## src/rtl/axi4_lite_bus_join_wr_if.sv

```systemverilog
// AXI4-lite write-channel bundle (AW, W, B) for one initiator/target link.
//   master : the initiator side; drives AW/W and bready.
//   slave  : the target side; drives awready/wready and the B response.
interface axi4_lite_bus_join_wr_if #(
    parameter int A = 32,
    parameter int N = 4
);
    logic [A-1:0]   awaddr;
    logic           awvalid;
    logic           awready;
    logic [8*N-1:0] wdata;
    logic [N-1:0]   wstrb;
    logic           wvalid;
    logic           wready;
    logic [1:0]     bresp;
    logic           bvalid;
    logic           bready;

    modport master (
        output awaddr, awvalid, wdata, wstrb, wvalid, bready,
        input  awready, wready, bresp, bvalid
    );

    modport slave (
        input  awaddr, awvalid, wdata, wstrb, wvalid, bready,
        output awready, wready, bresp, bvalid
    );
endinterface

```

## src/rtl/axi4_lite_bus_join_wr.sv

```systemverilog
// Two-initiator AXI4-lite write merger. Whole writes (AW+W together) are
// granted round-robin and forwarded one at a time; the owner of every
// forwarded write is queued in an in-order route FIFO so each downstream B
// response is steered back to the initiator that issued it.
//   aclk   : clock, rising edge
//   areset : synchronous active-high reset
//   s0, s1 : upstream initiator links (slave modport)
//   m      : downstream target link (master modport)
module axi4_lite_bus_join_wr #(
    parameter int A = 32,
    parameter int N = 4,
    parameter int D = 4
) (
    input  logic                         aclk,
    input  logic                         areset,
    axi4_lite_bus_join_wr_if.slave       s0,
    axi4_lite_bus_join_wr_if.slave       s1,
    axi4_lite_bus_join_wr_if.master      m
);
    localparam int CW = $clog2(D + 1);
    localparam int PW = (D > 1) ? $clog2(D) : 1;

    typedef enum logic {IDLE, ISSUE} state_t;

    state_t         state_q, state_d;
    logic           gnt_q, prio_q, aw_done_q, w_done_q;
    logic [CW-1:0]  count_q;
    logic [PW-1:0]  wr_ptr_q, rd_ptr_q;
    logic           route_q [D];

    logic           req0, req1, can_grant, pick;
    logic           aw_hs, w_hs, both_done, push, pop, head;
    logic [A-1:0]   awaddr_mux;
    logic [8*N-1:0] wdata_mux;
    logic [N-1:0]   wstrb_mux;

    function automatic logic [PW-1:0] ptr_inc(input logic [PW-1:0] p);
        return (p == PW'(D - 1)) ? '0 : p + 1'b1;
    endfunction

    // A port only competes once it shows both address and data.
    assign req0      = s0.awvalid & s0.wvalid;
    assign req1      = s1.awvalid & s1.wvalid;
    assign can_grant = (req0 | req1) && (count_q < CW'(D));
    // prio_q names the port that did not win the previous grant.
    assign pick      = (req0 & req1) ? prio_q : req1;

    assign aw_hs     = m.awvalid & m.awready;
    assign w_hs      = m.wvalid & m.wready;
    // Includes the cycle in which the last of the two handshakes lands.
    assign both_done = (aw_done_q | aw_hs) & (w_done_q | w_hs);
    assign push      = (state_q == ISSUE) & both_done;
    assign pop       = m.bvalid & m.bready;
    assign head      = route_q[rd_ptr_q];

    // State register
    always_ff @(posedge aclk) begin
        if (areset) state_q <= IDLE;
        else        state_q <= state_d;
    end

    // Next-state logic
    always_comb begin
        state_d = state_q;
        case (state_q)
            IDLE:    if (can_grant) state_d = ISSUE;
            ISSUE:   if (both_done) state_d = IDLE;
            default: state_d = IDLE;
        endcase
    end

    // Grant, progress flags and route FIFO bookkeeping
    always_ff @(posedge aclk) begin
        if (areset) begin
            gnt_q     <= 1'b0;
            prio_q    <= 1'b0;
            aw_done_q <= 1'b0;
            w_done_q  <= 1'b0;
            count_q   <= '0;
            wr_ptr_q  <= '0;
            rd_ptr_q  <= '0;
        end else begin
            if (state_q == IDLE && can_grant) gnt_q <= pick;
            if (push) begin
                prio_q    <= ~gnt_q;
                aw_done_q <= 1'b0;
                w_done_q  <= 1'b0;
                wr_ptr_q  <= ptr_inc(wr_ptr_q);
            end else if (state_q == ISSUE) begin
                if (aw_hs) aw_done_q <= 1'b1;
                if (w_hs)  w_done_q  <= 1'b1;
            end
            if (pop) rd_ptr_q <= ptr_inc(rd_ptr_q);
            // Push at count==D with a same-cycle pop is legal: the grant
            // was admitted while an entry was still free.
            case ({push, pop})
                2'b10:   count_q <= count_q + 1'b1;
                2'b01:   count_q <= count_q - 1'b1;
                default: ;
            endcase
        end
    end

    always_ff @(posedge aclk) begin
        if (push) route_q[wr_ptr_q] <= gnt_q;
    end

    // Outputs: forward path from state/flops, B path steered by FIFO head.
    always_comb begin
        awaddr_mux = gnt_q ? s1.awaddr : s0.awaddr;
        wdata_mux  = gnt_q ? s1.wdata  : s0.wdata;
        wstrb_mux  = gnt_q ? s1.wstrb  : s0.wstrb;
        m.awaddr   = awaddr_mux;
        m.wdata    = wdata_mux;
        m.wstrb    = wstrb_mux;
        m.awvalid  = 1'b0;
        m.wvalid   = 1'b0;
        s0.awready = 1'b0;
        s0.wready  = 1'b0;
        s1.awready = 1'b0;
        s1.wready  = 1'b0;
        if (state_q == ISSUE) begin
            m.awvalid = ~aw_done_q;
            m.wvalid  = ~w_done_q;
            if (gnt_q) begin
                s1.awready = m.awready & ~aw_done_q;
                s1.wready  = m.wready & ~w_done_q;
            end else begin
                s0.awready = m.awready & ~aw_done_q;
                s0.wready  = m.wready & ~w_done_q;
            end
        end

        // With nothing outstanding a stray downstream B is never accepted.
        m.bready  = 1'b0;
        s0.bvalid = 1'b0;
        s0.bresp  = 2'b00;
        s1.bvalid = 1'b0;
        s1.bresp  = 2'b00;
        if (count_q != '0) begin
            if (head) begin
                m.bready  = s1.bready;
                s1.bvalid = m.bvalid;
                s1.bresp  = m.bresp;
            end else begin
                m.bready  = s0.bready;
                s0.bvalid = m.bvalid;
                s0.bresp  = m.bresp;
            end
        end
    end
endmodule
```

## src/flat_wrapper.sv

```systemverilog
// flat-port wrapper written by rule: the top's interface ports become plain ports
module axi4_lite_bus_join_wr_flat 
#(
    parameter int A = 32,
    parameter int N = 4,
    parameter int D = 4
)
  (aclk, areset, s0_awaddr, s0_awvalid, s0_wdata, s0_wstrb, s0_wvalid, s0_bready, s0_awready, s0_wready, s0_bresp, s0_bvalid, s1_awaddr, s1_awvalid, s1_wdata, s1_wstrb, s1_wvalid, s1_bready, s1_awready, s1_wready, s1_bresp, s1_bvalid, m_awaddr, m_awvalid, m_wdata, m_wstrb, m_wvalid, m_bready, m_awready, m_wready, m_bresp, m_bvalid);
  axi4_lite_bus_join_wr_if #(.A(A), .N(N)) s0_i ();
  axi4_lite_bus_join_wr_if #(.A(A), .N(N)) s1_i ();
  axi4_lite_bus_join_wr_if #(.A(A), .N(N)) m_i ();
  input  logic aclk;
  input  logic areset;
  input wire logic [$bits(s0_i.awaddr)-1:0] s0_awaddr;
  input wire logic [$bits(s0_i.awvalid)-1:0] s0_awvalid;
  input wire logic [$bits(s0_i.wdata)-1:0] s0_wdata;
  input wire logic [$bits(s0_i.wstrb)-1:0] s0_wstrb;
  input wire logic [$bits(s0_i.wvalid)-1:0] s0_wvalid;
  input wire logic [$bits(s0_i.bready)-1:0] s0_bready;
  output wire logic [$bits(s0_i.awready)-1:0] s0_awready;
  output wire logic [$bits(s0_i.wready)-1:0] s0_wready;
  output wire logic [$bits(s0_i.bresp)-1:0] s0_bresp;
  output wire logic [$bits(s0_i.bvalid)-1:0] s0_bvalid;
  input wire logic [$bits(s1_i.awaddr)-1:0] s1_awaddr;
  input wire logic [$bits(s1_i.awvalid)-1:0] s1_awvalid;
  input wire logic [$bits(s1_i.wdata)-1:0] s1_wdata;
  input wire logic [$bits(s1_i.wstrb)-1:0] s1_wstrb;
  input wire logic [$bits(s1_i.wvalid)-1:0] s1_wvalid;
  input wire logic [$bits(s1_i.bready)-1:0] s1_bready;
  output wire logic [$bits(s1_i.awready)-1:0] s1_awready;
  output wire logic [$bits(s1_i.wready)-1:0] s1_wready;
  output wire logic [$bits(s1_i.bresp)-1:0] s1_bresp;
  output wire logic [$bits(s1_i.bvalid)-1:0] s1_bvalid;
  output wire logic [$bits(m_i.awaddr)-1:0] m_awaddr;
  output wire logic [$bits(m_i.awvalid)-1:0] m_awvalid;
  output wire logic [$bits(m_i.wdata)-1:0] m_wdata;
  output wire logic [$bits(m_i.wstrb)-1:0] m_wstrb;
  output wire logic [$bits(m_i.wvalid)-1:0] m_wvalid;
  output wire logic [$bits(m_i.bready)-1:0] m_bready;
  input wire logic [$bits(m_i.awready)-1:0] m_awready;
  input wire logic [$bits(m_i.wready)-1:0] m_wready;
  input wire logic [$bits(m_i.bresp)-1:0] m_bresp;
  input wire logic [$bits(m_i.bvalid)-1:0] m_bvalid;
  assign s0_i.awaddr = s0_awaddr;
  assign s0_i.awvalid = s0_awvalid;
  assign s0_i.wdata = s0_wdata;
  assign s0_i.wstrb = s0_wstrb;
  assign s0_i.wvalid = s0_wvalid;
  assign s0_i.bready = s0_bready;
  assign s0_awready = s0_i.awready;
  assign s0_wready = s0_i.wready;
  assign s0_bresp = s0_i.bresp;
  assign s0_bvalid = s0_i.bvalid;
  assign s1_i.awaddr = s1_awaddr;
  assign s1_i.awvalid = s1_awvalid;
  assign s1_i.wdata = s1_wdata;
  assign s1_i.wstrb = s1_wstrb;
  assign s1_i.wvalid = s1_wvalid;
  assign s1_i.bready = s1_bready;
  assign s1_awready = s1_i.awready;
  assign s1_wready = s1_i.wready;
  assign s1_bresp = s1_i.bresp;
  assign s1_bvalid = s1_i.bvalid;
  assign m_awaddr = m_i.awaddr;
  assign m_awvalid = m_i.awvalid;
  assign m_wdata = m_i.wdata;
  assign m_wstrb = m_i.wstrb;
  assign m_wvalid = m_i.wvalid;
  assign m_bready = m_i.bready;
  assign m_i.awready = m_awready;
  assign m_i.wready = m_wready;
  assign m_i.bresp = m_bresp;
  assign m_i.bvalid = m_bvalid;
  axi4_lite_bus_join_wr #(.A(A), .N(N), .D(D)) u_core (.aclk(aclk), .areset(areset), .s0(s0_i), .s1(s1_i), .m(m_i));
endmodule
```

## config.mk

```make
export PLATFORM = sky130hd
export DESIGN_NAME = axi4_lite_bus_join_wr_flat
export DESIGN_NICKNAME = d
export VERILOG_FILES = /design/src/rtl/axi4_lite_bus_join_wr_if.sv /design/src/rtl/axi4_lite_bus_join_wr.sv /design/src/flat_wrapper.sv
export SDC_FILE = /design/constraint.sdc
export NUM_CORES = 1
export LEC_CHECK = 0
export ABC_AREA = 1
export CORE_AREA = 2 2 88 90
export CTS_CLUSTER_SIZE = 25
export DETAILED_ROUTE_END_ITERATION = 8
export DIE_AREA = 0 0 90 92
export GPL_TIMING_DRIVEN = 0
export PLACE_DENSITY = 0.75
export SLEW_MARGIN = 25
export SYNTH_ARGS = -nofsm -noshare
export SYNTH_HDL_FRONTEND = slang
export SYNTH_SLANG_ARGS = --single-unit
```

## constraint.sdc

```tcl
create_clock -name aclk -period 3.7 [get_ports aclk]
set_clock_uncertainty 0.2 [all_clocks]
set_input_delay 0.37 -clock aclk [delete_from_list [all_inputs] [get_ports aclk]]
set_output_delay 0.37 -clock aclk [all_outputs]
set_load 0.005 [all_outputs]
```

==> images/route_heat.png <==
The die is cut into 18 by 18 equal tiles; dark blue is low, red is high, scaled to the fullest tile. Values are wire area over tile area, all layers added.
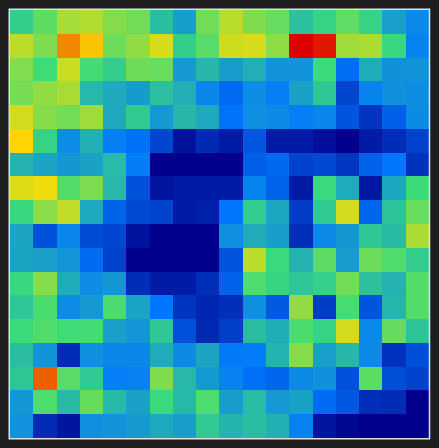
nearly empty tiles: 5.2%
mean over tiles: 0.17
emptiest ninth of the die: center
tiles over half the peak: 23%
densest ninth of the die: upper left
fullest tile: 0.49
post-DR wirelength/cell: 12.5 um
via count: 2881
all-layer global routing usage: 20.1%

==> images/placed.png <==
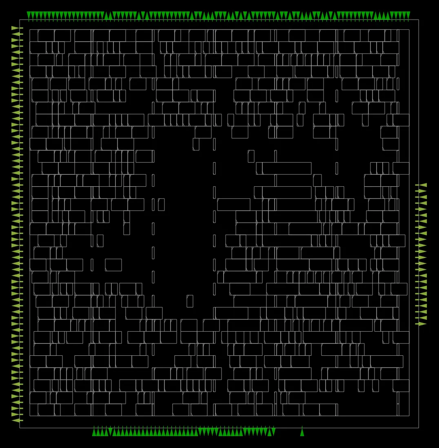
filler-free cell count of the finished design: 689
post-layout util: 57.8%
layout filler cell count: 715
FFs & Latches: 18
fraction of standard cell area that is sequential: 9.29%

==> results.sh <==
# physical design summary
export IMPL_globalplace_congestion=0.828
export IMPL_switching_share_pct=29.6
export IMPL_synth_area_sq_um=1840
export IMPL_period_used_pct=72.9
export IMPL_synth_yosys_num_cells=354
export IMPL_num_clock_buffers=3
export IMPL_sequential_area_sq_um=400
export IMPL_timing_critical_path_fanout_max=10
export IMPL_timing_final_max_slew_violations=0
export IMPL_met1Wirelength_mm=3.43
export IMPL_p_switching_w=0.000258
export IMPL_fp_nets=510
export IMPL_post_route_cells_drive_above_1_share_pct=4.60
export IMPL_timing_startpoint_of_the_critical_path="u_core.gnt_q"
export IMPL_gr_usage_met3_pct=5.34
export IMPL_critical_path_cell_chain="buf_2, inv_2, clkbuf_1, nand2_1, nand2_1, clkdlybuf4s50_1"
export IMPL_worst_r2r_path_depth=13
export IMPL_design_area_sq_um=4310
export IMPL_timing_rr_end="u_core.count_q[2]"
export IMPL_cts_max_level=1
export IMPL_num_io_pins=230
export IMPL_yosys_area_share_adder_pct=5.16
export IMPL_met2_usage_pct=37.2
export IMPL_timing_final_setup_violations=0
export IMPL_multi_input_comb_cells=295
export IMPL_crit_slowest_cell="clkdlybuf4s50_1"
export IMPL_final_setup_tns_ns=0
export IMPL_drv_cap=0
export IMPL_dieHeight_um=92
export IMPL_die_size_x_um=90
export IMPL_timing_fmax_ghz=0.371
export IMPL_antenna_diode_count=0
export IMPL_synth_flop_count=18
export IMPL_cts_resized=0
export IMPL_power_share_combinational_pct=60.2
export IMPL_drc_errors=0
export IMPL_via_count_of_the_first_global_routing_pass=2967
export IMPL_hold_viol_final=0
export IMPL_nonClkBufAreaFrac_pct=54.8
export IMPL_comb_cell_share_pct=29.7
export IMPL_power_frac_clock_pct=15.5
export IMPL_nNonClkInverters=25
export IMPL_postSynthSeqShare_pct=21.7
export IMPL_seq_power_share_pct=24.3
export IMPL_p_leak_nw=1.97
export IMPL_critical_path_cell_count=6
export IMPL_worstSetupStartpointType="register"
export IMPL_final_critical_path_setup_slack_ns=1.00
export IMPL_worst_hold_path_type="register to register"
export IMPL_p_per_area_nw_per_um2=203
export IMPL_worst_setup_path_endpoint="m_awaddr[5]"
export IMPL_drt_iter0_markers=57
export IMPL_clock_latency_late_pin_ns=0.25
export IMPL_cts_path_max_buffers=2
export IMPL_synth_xor_area_share_pct=0
export IMPL_average_vias_per_placed_instance=4.18
export IMPL_crit_top_cell="nand2_1"
export IMPL_worstHoldStart="u_core.count_q[1]"
export IMPL_critical_path_n_buffers_inverters=4
export IMPL_tritoncts_num_sinks=18
export IMPL_clk_transition_reported_paths_ns=0.07
export IMPL_yosys_area_share_simple_pct=59.1
export IMPL_fin_crit_ns=2.70
export IMPL_final_common_cell="clkdlybuf4s50_1"
export IMPL_top_layer="met4"
export IMPL_hold_path_depth=2
export IMPL_cts_tree="yes"
export IMPL_logic_area_sq_um=1280
export IMPL_detailedRoute_firstPassIterationCount=4
export IMPL_layout_area_top_class="non-clock buffers"
export IMPL_log_warning_count=29
export IMPL_cts_setup_buffers=0
export IMPL_run_status="finished, final reports clean"
export IMPL_totalWireLength_mm=8.62
export IMPL_route_met2_wl_mm=4.40
export IMPL_crit_path_arrival_time_ns=2.13
export IMPL_worst_endpoint_required_ns=3.13
export IMPL_ant_nets=0
export IMPL_tightestPinTransition_ns=0.521
export IMPL_layout_area_overhead_vs_synth_pct=134
export IMPL_path_delay_family="buffers and inverters"
export IMPL_final_nets=744
export IMPL_internal_power_w=0.000615
export IMPL_post_layout_power_w=0.000873
export IMPL_ys_top_logic_family="simple AND/OR/NAND/NOR gates"
export IMPL_synthCells=354
export IMPL_ys_warn_count=0
export IMPL_non_clock_buffer_count=245
export IMPL_met3_wirelength_um=661
export IMPL_tap_cells=102
export IMPL_global_route_usage_met1_pct=23.4
export IMPL_grt_first_pass_wirelength_mm=13.8
export IMPL_placeableCoreArea_sq_um=7450
export IMPL_chip_area_yosys_sq_um=1840
export IMPL_cp_end_kind="primary output"
export IMPL_critical_path_class="register to primary output"
export IMPL_rsz_0062_raised_after_global_routing="false"
export IMPL_worstHoldEndpoint="u_core.count_q[1]"
export IMPL_worst_slew_margin_rel_pct=65.3
export IMPL_cts_buffers_inserted=3
export IMPL_placed_cells_incl_taps=685
export IMPL_floorplan_core_util_pct=24.7
export IMPL_number_of_distinct_library_cell_variants_in_the_gate_level_netlist_after_synthesis=25
export IMPL_post_cts_hold_buffer_count=0
export IMPL_maximum_number_of_pins_on_one_net_before_global_route_repair=11
export IMPL_detailed_place_area_sq_um=4260
export IMPL_dp_hpwl_mm=7.27
export IMPL_final_layout_top_logic_cells="229 x clkdlybuf4s50_1, 223 x nand2_1, 25 x nor2_1, 21 x inv_1, 14 x dfxtp_1"
export IMPL_num_rows=32
export IMPL_io_buffer_count=229
export IMPL_hold_slack_ns=0.302
export IMPL_layout_clock_cell_area_share_pct=1.05
export IMPL_grt_most_used_layer="met2"
export IMPL_max_vdd_ir_drop_v=0.000124
export IMPL_synthMuxAreaShare_pct=0
export IMPL_synth_avg_cell_area_sq_um=5.21
export IMPL_grt_antenna_before_repair=0
export IMPL_critical_path_max_stage_delay_ns=0.51
## synth_stat cells, drive strengths merged
master	count	area, sq um
dfxtp	14	280
edfxtp	4	120
nor2	30	135
buf	4	23.8
clkinv	1	3.75
nand3	9	60.1
fa	1	20.0
ha	6	75.1
or2	1	6.26
inv	24	90.1
nand4	1	6.26
nand2	230	881
a21oi	10	57.6
o21ai	7	38.8
clkbuf	12	45.0
## power by group through the flow
| stage | Sequential (W) | Combinational (W) | Clock [W] |
|---|---|---|---|
| after floorplan | 0.000215 | 0.000154 | 0 |
| after global placement | 0.000216 | 0.000524 | 0 |
| after detailed placement | 0.000216 | 0.000526 | 0 |
| after CTS | 0.000212 | 0.000532 | 0.000139 |
| after global routing | 0.000213 | 0.000577 | 0.000152 |
| final | 0.000212 | 0.000526 | 0.000136 |
No activity file was given, so power comes from the tool's default toggle rates.
